--- src/rtl/cla_nibble_sequencer.sv ---
// Feeds WIDTH-bit operands nibble-by-nibble (LSB first) through an external registered 4-bit CLA
// stage, chaining carry. Optional golden-adder self-check enabled by macro CLA_SELFCHECK_EN.
module cla_nibble_sequencer #(
    parameter int unsigned WIDTH   = 16,
    parameter int unsigned CLA_LAT = 2
) (
    input  logic             clk,
    input  logic             rst,
    input  logic             in_valid,
    output logic             in_ready,
    input  logic [WIDTH-1:0] in_a,
    input  logic [WIDTH-1:0] in_b,
    input  logic             in_cin,
    output logic [3:0]       cla_a,
    output logic [3:0]       cla_b,
    output logic             cla_cin,
    input  logic [3:0]       cla_s,
    input  logic             cla_cout,
    output logic             out_valid,
    input  logic             out_ready,
    output logic [WIDTH-1:0] out_sum,
    output logic             out_cout,
    output logic             chk_err
);

    localparam int unsigned N  = WIDTH / 4;
    localparam int unsigned KW = (N > 1) ? $clog2(N) : 1;
    localparam int unsigned CW = (CLA_LAT > 1) ? $clog2(CLA_LAT) : 1;

    if ((WIDTH % 4) != 0 || WIDTH < 4) begin : g_bad_width
        $error("cla_nibble_sequencer: WIDTH must be a non-zero multiple of 4");
    end
    if (CLA_LAT < 1) begin : g_bad_lat
        $error("cla_nibble_sequencer: CLA_LAT must be at least 1");
    end

    typedef enum logic [1:0] {StIdle, StRun, StDone} state_e;

    state_e           r_state, w_state_d;
    logic [WIDTH-1:0] r_a, r_b, r_sum;
    logic [WIDTH-1:0] w_a_sh, w_b_sh, w_sum_d;
    logic             r_cout;
    logic [KW-1:0]    r_k;
    logic [CW-1:0]    r_cnt;
    logic [KW+1:0]    w_base;
    logic             w_accept, w_step, w_last;

    assign w_accept = in_valid && in_ready;
    assign w_step   = (r_state == StRun) && (r_cnt == CW'(CLA_LAT - 1));
    assign w_last   = w_step && (r_k == KW'(N - 1));
    assign w_a_sh   = r_a >> 4;
    assign w_b_sh   = r_b >> 4;
    assign w_base   = {r_k, 2'b00};

    // Sum with the current CLA result merged into nibble k
    always_comb begin
        w_sum_d = r_sum;
        w_sum_d[w_base +: 4] = cla_s;
    end

    always_ff @(posedge clk or posedge rst) begin
        if (rst) begin
            r_state <= StIdle;
        end else begin
            r_state <= w_state_d;
        end
    end

    always_comb begin
        w_state_d = r_state;
        unique case (r_state)
            StIdle:  if (w_accept)  w_state_d = StRun;
            StRun:   if (w_last)    w_state_d = StDone;
            StDone:  if (out_ready) w_state_d = StIdle;
            default: w_state_d = StIdle;
        endcase
    end

    always_comb begin
        in_ready  = 1'b0;
        out_valid = 1'b0;
        if (!rst && r_state == StIdle) in_ready = 1'b1;
        if (r_state == StDone)         out_valid = 1'b1;
    end

    // Operands are kept as shift registers so the live nibble is always at the bottom
    always_ff @(posedge clk or posedge rst) begin
        if (rst) begin
            r_a     <= '0;
            r_b     <= '0;
            r_sum   <= '0;
            r_cout  <= 1'b0;
            r_k     <= '0;
            r_cnt   <= '0;
            cla_a   <= 4'h0;
            cla_b   <= 4'h0;
            cla_cin <= 1'b0;
        end else if (w_accept) begin
            r_a     <= in_a;
            r_b     <= in_b;
            r_k     <= '0;
            r_cnt   <= '0;
            cla_a   <= in_a[3:0];
            cla_b   <= in_b[3:0];
            cla_cin <= in_cin;
        end else if (r_state == StRun) begin
            if (w_step) begin
                r_sum <= w_sum_d;
                r_cnt <= '0;
                if (w_last) begin
                    r_cout  <= cla_cout;
                    cla_a   <= 4'h0;
                    cla_b   <= 4'h0;
                    cla_cin <= 1'b0;
                end else begin
                    r_k     <= r_k + 1'b1;
                    r_a     <= w_a_sh;
                    r_b     <= w_b_sh;
                    cla_a   <= w_a_sh[3:0];
                    cla_b   <= w_b_sh[3:0];
                    cla_cin <= cla_cout;
                end
            end else begin
                r_cnt <= r_cnt + 1'b1;
            end
        end
    end

    assign out_sum  = r_sum;
    assign out_cout = r_cout;

`ifdef CLA_SELFCHECK_EN
    logic [WIDTH:0] r_gold;
    logic           r_chk_err;

    // Compare against the value being written on the DONE-entry edge
    always_ff @(posedge clk or posedge rst) begin
        if (rst) begin
            r_gold    <= '0;
            r_chk_err <= 1'b0;
        end else begin
            if (w_accept) begin
                r_gold <= {1'b0, in_a} + {1'b0, in_b} + {{WIDTH{1'b0}}, in_cin};
            end
            if (w_last && ({cla_cout, w_sum_d} != r_gold)) begin
                r_chk_err <= 1'b1;
            end
        end
    end

    assign chk_err = r_chk_err;
`else
    assign chk_err = 1'b0;
`endif

endmodule

--- config.mk ---
export PLATFORM = sky130hd
export DESIGN_NAME = cla_nibble_sequencer
export DESIGN_NICKNAME = d
export VERILOG_FILES = /design/src/rtl/cla_nibble_sequencer.sv
export SDC_FILE = /design/constraint.sdc
export NUM_CORES = 1
export LEC_CHECK = 0
export CAP_MARGIN = 20
export CELL_PAD_IN_SITES_DETAIL_PLACEMENT = 2
export CELL_PAD_IN_SITES_GLOBAL_PLACEMENT = 2
export CORE_MARGIN = 1
export CORE_UTILIZATION = 33
export CTS_CLUSTER_DIAMETER = 100
export DETAILED_ROUTE_END_ITERATION = 16
export GPL_ROUTABILITY_DRIVEN = 0
export GPL_TIMING_DRIVEN = 0
export PLACE_DENSITY_LB_ADDON = 0.25
export SETUP_SLACK_MARGIN = 0.02
export SLEW_MARGIN = 20
export SYNTH_ARGS = -nofsm -noshare
export SYNTH_HDL_FRONTEND = slang
export SYNTH_SLANG_ARGS = --single-unit
--- constraint.sdc ---
create_clock -name clk -period 5.2 [get_ports clk]
set_clock_uncertainty 0.05 [all_clocks]
set_input_delay 0.78 -clock clk [delete_from_list [all_inputs] [get_ports clk]]
set_output_delay 0.78 -clock clk [all_outputs]
set_load 0.005 [all_outputs]
==> out/qor.tcl, run 1 <==
set qor(initial_utilization) 0.3460
set qor(cap_viol_max_count) 0
set qor(timing.critical_path.to_type) {output pin}
set qor(startpoint) {rst}
set qor(comb_power_share) 0.458
set qor(yosys-mux-area-fraction) 0.1539
set qor(setup.worst_path.end) {in_ready}
set qor(critical_path.reg2reg.startpoint) {r_state[0]}
set qor(power.density_mw_per_mm2) 528.7
set qor(design.portCount) 71
set qor(min_period_over_period) 0.5551
set qor(cts.clk_slew.worst_paths_ps) 100
set qor(p_leak_nw) 1.547
set qor(timing_worst_slew_pin_value_ps) 717.1
set qor(setup_viol) 0
set qor(post-dp-hpwl_mm) 4.912
set qor(clock_tree.root_cell) {sky130_fd_sc_hd__clkbuf_8}
set qor(groute.usage.overall) 0.1841
set qor(ys_chip_area_sq_mm) 0.002536
set qor(top_layer_used) {met4}
set qor(power.clock.fraction) 0.161
set qor(drt.antenna.violating_nets) 0
set qor(r2r_end) {r_b[15]}
set qor(diodes) 0
set qor(fin_area_sq_mm) 0.003471
set qor(wire_per_inst_microns) 17.65
set qor(die-width_microns) 89.67
set qor(report.final.hold_viol_count) 0
set qor(tritoncts_num_sinks) 55
set qor(grt_most_used_layer) {met2}
set qor(cts.path.max_buffers) 2
set qor(ys_seq_frac) 0.5427
set qor(worstHoldEndpoint) {out_sum[0]}
set qor(required_ps) 4370
set qor(grt_first_pass_wirelength_mm) 11.02
set qor(pwr-share-seq) 0.381
set qor(non_clock_buffer_count) 81
set qor(number_of_global_route_vias_before_repair) 2095
set qor(non_clock_inverter_count) 4
set qor(post_cts.resized_instances) 0
set qor(met1_usage) 0.2533
set qor(adder_cell_area_share_of_the_yosys_netlist) 0.02467
set qor(dpl.cell_count) 377
set qor(warning_count) 30
set qor(layout.clock.cell_area_share) 0.03389
set qor(worst_hold_path_startpoint) {out_sum[0]}
set qor(post_synth_main_area_contributors) {sky130_fd_sc_hd__dfrtp_1 54%, sky130_fd_sc_hd__mux2_2 14%, sky130_fd_sc_hd__nand2_1 4.7%}
set qor(run_status) {complete, no violations}
set qor(synth.cells.most_frequent) {55 x sky130_fd_sc_hd__dfrtp_1, 32 x sky130_fd_sc_hd__mux2_2, 32 x sky130_fd_sc_hd__nand2_1, 17 x sky130_fd_sc_hd__o21ai_0}
## run 1: worst max-delay path, cell delays in order
cell                              delay (ps)
sky130_fd_sc_hd__clkdlybuf4s50_1         550
sky130_fd_sc_hd__nor3_1                  190
sky130_fd_sc_hd__clkdlybuf4s50_1         530
## run 1: power groups by stage
| stage | logic (mW) | registers (mW) | clock network (mW) |
|---|---|---|---|
| finish | 0.840 | 0.699 | 0.296 |
| global route | 0.929 | 0.721 | 0.321 |
| CTS | 0.850 | 0.702 | 0.307 |
| detailed placement | 0.831 | 0.711 | 0 |
| global placement | 0.798 | 0.697 | 0 |
| floorplan | 0.498 | 0.685 | 0 |
## run 1: flip-flops by register name (all words and copies together) (netlist names)
signal    count
r_cnt         1
r_a          12
r_k           2
cla_a         4
cla_b         4
r_b          12
cla_cin       1
r_state       2
out_cout      1
out_sum      16
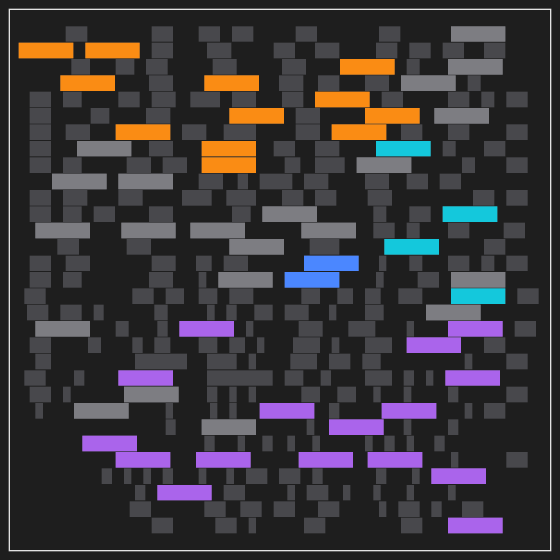
**Above:** run 1 (sequential cells grouped by signal name).
`out_sum`: marked purple, sequential cells 16. `r_k`: marked blue, sequential cells 2. `cla_a`: marked cyan, sequential cells 4, where right middle. `r_b`: marked orange, sequential cells 12.
Another 21 sequential cells are not colored.
post-route core utilization: 0.4735
register area: 0.001376 sq mm
total sequential power: 0.699 mW
sequential portion of the cell area: 0.3965

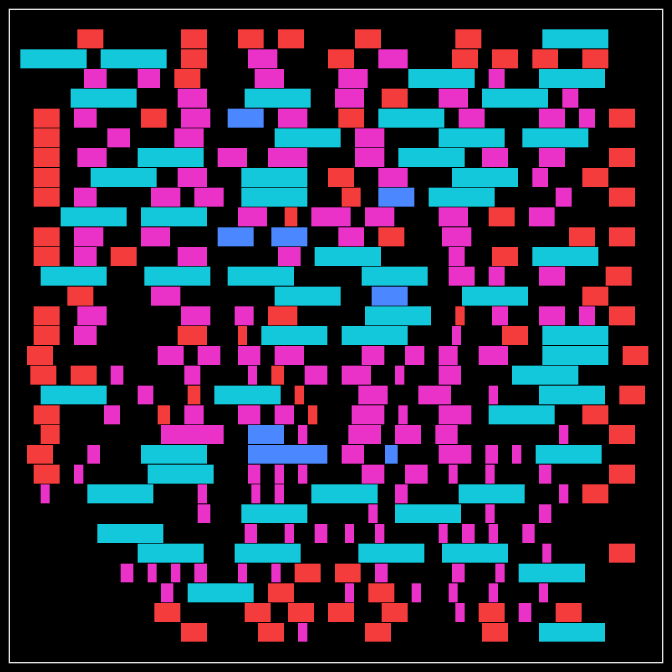
**Above:** run 1 (placed cells, one color a class).
remaining buffers and delay cells: marked red, cells 81. registers: marked cyan, cells 55. clock drivers and dummy loads: marked blue, cells 8. remaining logic cells: marked magenta, cells 142.

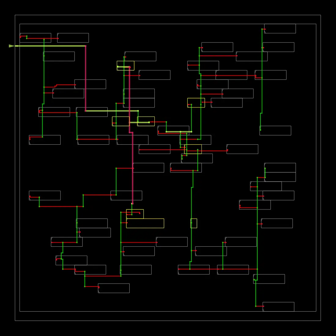
**Above:** run 1 (clock nets).
Flop Count: 55
Late-Pin Clk Latency: 310 ps

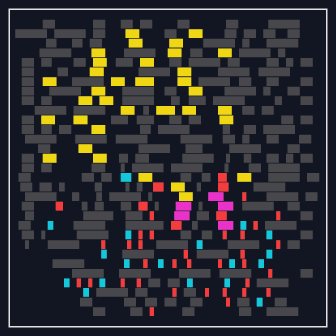
**Above:** run 1 (selected gate families).
fa/ha/maj cells: marked magenta, cells 5, most used ha_1. nand cells: marked red, cells 39, most used nand2_1. aoi and oai cells: marked cyan, cells 18, most used o21ai_0. mux cells: marked yellow, cells 34, most used mux2_2.
number of non-filler instances in the completed layout: 385
logic share of the area: 0.3089
most common cell after layout, fill and taps aside: sky130_fd_sc_hd__clkdlybuf4s50_1

==> run 2, diff against run 1 <==
--- a/config.mk
+++ b/config.mk
@@ -9,7 +9,7 @@
 export CELL_PAD_IN_SITES_DETAIL_PLACEMENT = 2
 export CELL_PAD_IN_SITES_GLOBAL_PLACEMENT = 2
 export CORE_MARGIN = 1
-export CORE_UTILIZATION = 33
+export CORE_UTILIZATION = 28
 export CTS_CLUSTER_DIAMETER = 100
 export DETAILED_ROUTE_END_ITERATION = 16
 export GPL_ROUTABILITY_DRIVEN = 0
==> constraint.sdc (replaced) <==
create_clock -name clk -period 2.35 [get_ports clk]
set_clock_uncertainty 0.05 [all_clocks]
set_input_delay 0.3525 -clock clk [delete_from_list [all_inputs] [get_ports clk]]
set_output_delay 0.3525 -clock clk [all_outputs]
set_load 0.005 [all_outputs]
==> out/qor.tcl, run 2 <==
set qor(wire_per_inst_microns) 17.23
set qor(comb_power_share) 0.466
set qor(groute.usage.overall) 0.1520
set qor(ys_seq_frac) 0.5427
set qor(tritoncts_clock_tree) {built}
set qor(timing_worst_slew_pin_value_ps) 675.6
set qor(post-dp-hpwl_mm) 4.983
set qor(cap_viol_max_count) 0
set qor(power.density_mw_per_mm2) 1140
set qor(min_period_over_period) 0.9381
set qor(warning_count) 31
set qor(met1_usage) 0.1889
set qor(r2r_end) {r_k[0]}
set qor(number_of_global_route_vias_before_repair) 2115
set qor(clock_tree.root_cell) {sky130_fd_sc_hd__clkbuf_8}
set qor(power.combinational.total_mw) 1.87
set qor(report.final.hold_viol_count) 0
set qor(setup.worst_path.end) {r_b[6]}
set qor(fin_area_sq_mm) 0.003525
set qor(drt.antenna.violating_nets) 0
set qor(power.group.top) {combinational cells}
set qor(initial_utilization) 0.2894
set qor(top_layer_used) {met4}
set qor(diodes) 0
set qor(setup_viol) 0
set qor(critical-path-max-stage-delay_ps) 550
set qor(synth_area_leader_cell) {sky130_fd_sc_hd__dfrtp_1}
set qor(min_delay_path_depth) 2
set qor(synthesis.area_sq_mm) 0.002536
set qor(yosys_warnings) 0
set qor(synth.cells.most_frequent) {55 x sky130_fd_sc_hd__dfrtp_1, 32 x sky130_fd_sc_hd__mux2_2, 32 x sky130_fd_sc_hd__nand2_1, 17 x sky130_fd_sc_hd__o21ai_0}
set qor(worst_hold_path_startpoint) {out_sum[10]}
set qor(crit_buf_inv) 2
set qor(critical_path.reg2reg.startpoint) {r_state[1]}
set qor(required_ps) 2490
set qor(cts.path.max_buffers) 2
set qor(numPortBuffers) 69
set qor(post_synth_main_area_contributors) {sky130_fd_sc_hd__dfrtp_1 54%, sky130_fd_sc_hd__mux2_2 14%, sky130_fd_sc_hd__nand2_1 4.7%}
set qor(critical_path.slowest_cell) {sky130_fd_sc_hd__clkdlybuf4s50_1}
set qor(flip_flop_count_of_the_largest_register_all_copies_and_words_added) 16
set qor(run_status) {complete, no violations}
set qor(die-width_microns) 97.17
set qor(p_leak_nw) 1.567
set qor(timing.critical_path.to_type) {flop}
set qor(design.portCount) 71
set qor(cts.clk_slew.worst_paths_ps) 90
set qor(grt_most_used_layer) {met2}
set qor(dpl.cell_count) 387
set qor(cp.depth) 5
set qor(ys_chip_area_sq_mm) 0.002536
[run 2: logic make-up after synthesis]
family	synth area share
buf+inv	0.03453
simple gates	0.1298
xor+xnor	0.003454
mux	0.1539
flops	0.5427
other cells	0.001479
compound gates	0.1095
fa+ha+maj	0.02467
[run 2: final cells by class]
type / count / area (sq um)
Buffer: 12 / 72.57
Clock buffer: 6 / 72.57
Tap cell: 108 / 135.1
Inverter: 4 / 17.52
Sequential cell: 55 / 1376
Multi-Input combinational cell: 138 / 1080
Timing Repair Buffer: 73 / 740.7
Fill cell: 908 / 5239
Clock inverter: 1 / 30.03
[run 2: timing repair]
action / in CTS / in global routing
pin swaps: 1 / 1
buffers inserted: 0 / 3
setup endpoints to repair: 17 / 10
resized: 1 / 0
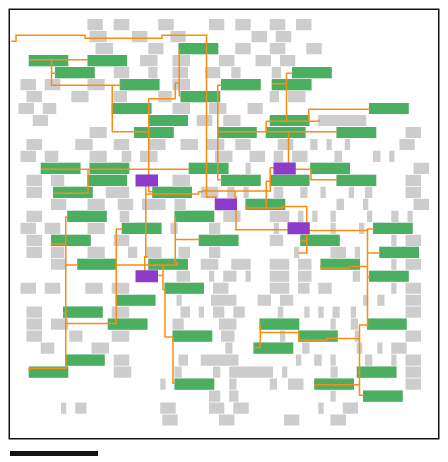
**Above:** run 2 (clock wires, drivers and flops).
The bar under the picture is 20 microns long.
clock-net drivers: marked purple, count 5. clock wires: marked orange, length 732 microns. flip-flops: marked green, count 55.
Position of the flops: spread over the die.
clock group share of total power: 0.152
Late-Pin Clk Latency: 300 ps
power in the clock group: 0.611 mW

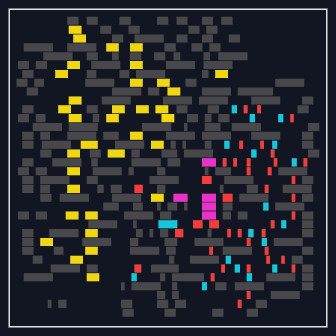
**Above:** run 2 (selected gate families).
mux cells: marked yellow, cells 34, most used mux2_2. aoi and oai cells: marked cyan, cells 18, most used o21ai_0. nand cells: marked red, cells 39, most used nand2_1. fa/ha/maj cells: marked magenta, cells 5, most used ha_1.
number of non-filler instances in the completed layout: 397
logic share of the area: 0.3064

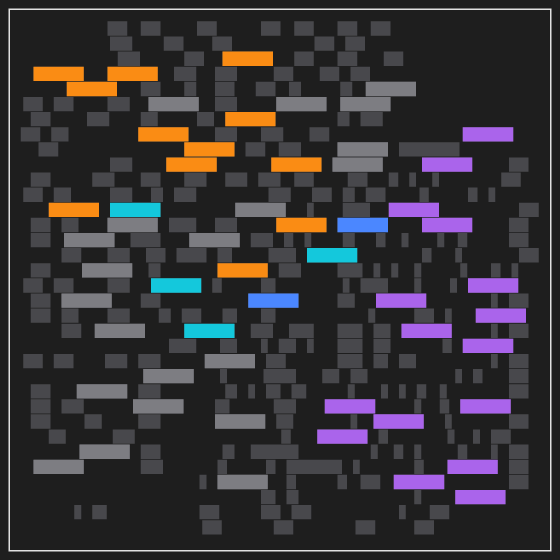
**Above:** run 2 (sequential cells grouped by signal name).
`r_b`: marked orange, sequential cells 12. `out_sum`: marked purple, sequential cells 16. `r_k`: marked blue, sequential cells 2. `cla_a`: marked cyan, sequential cells 4.
Another 21 sequential cells are not colored.
sequential portion of the cell area: 0.3905
post-route core utilization: 0.4022
total sequential power: 1.53 mW

Power is estimated from default activity; no workload was simulated.
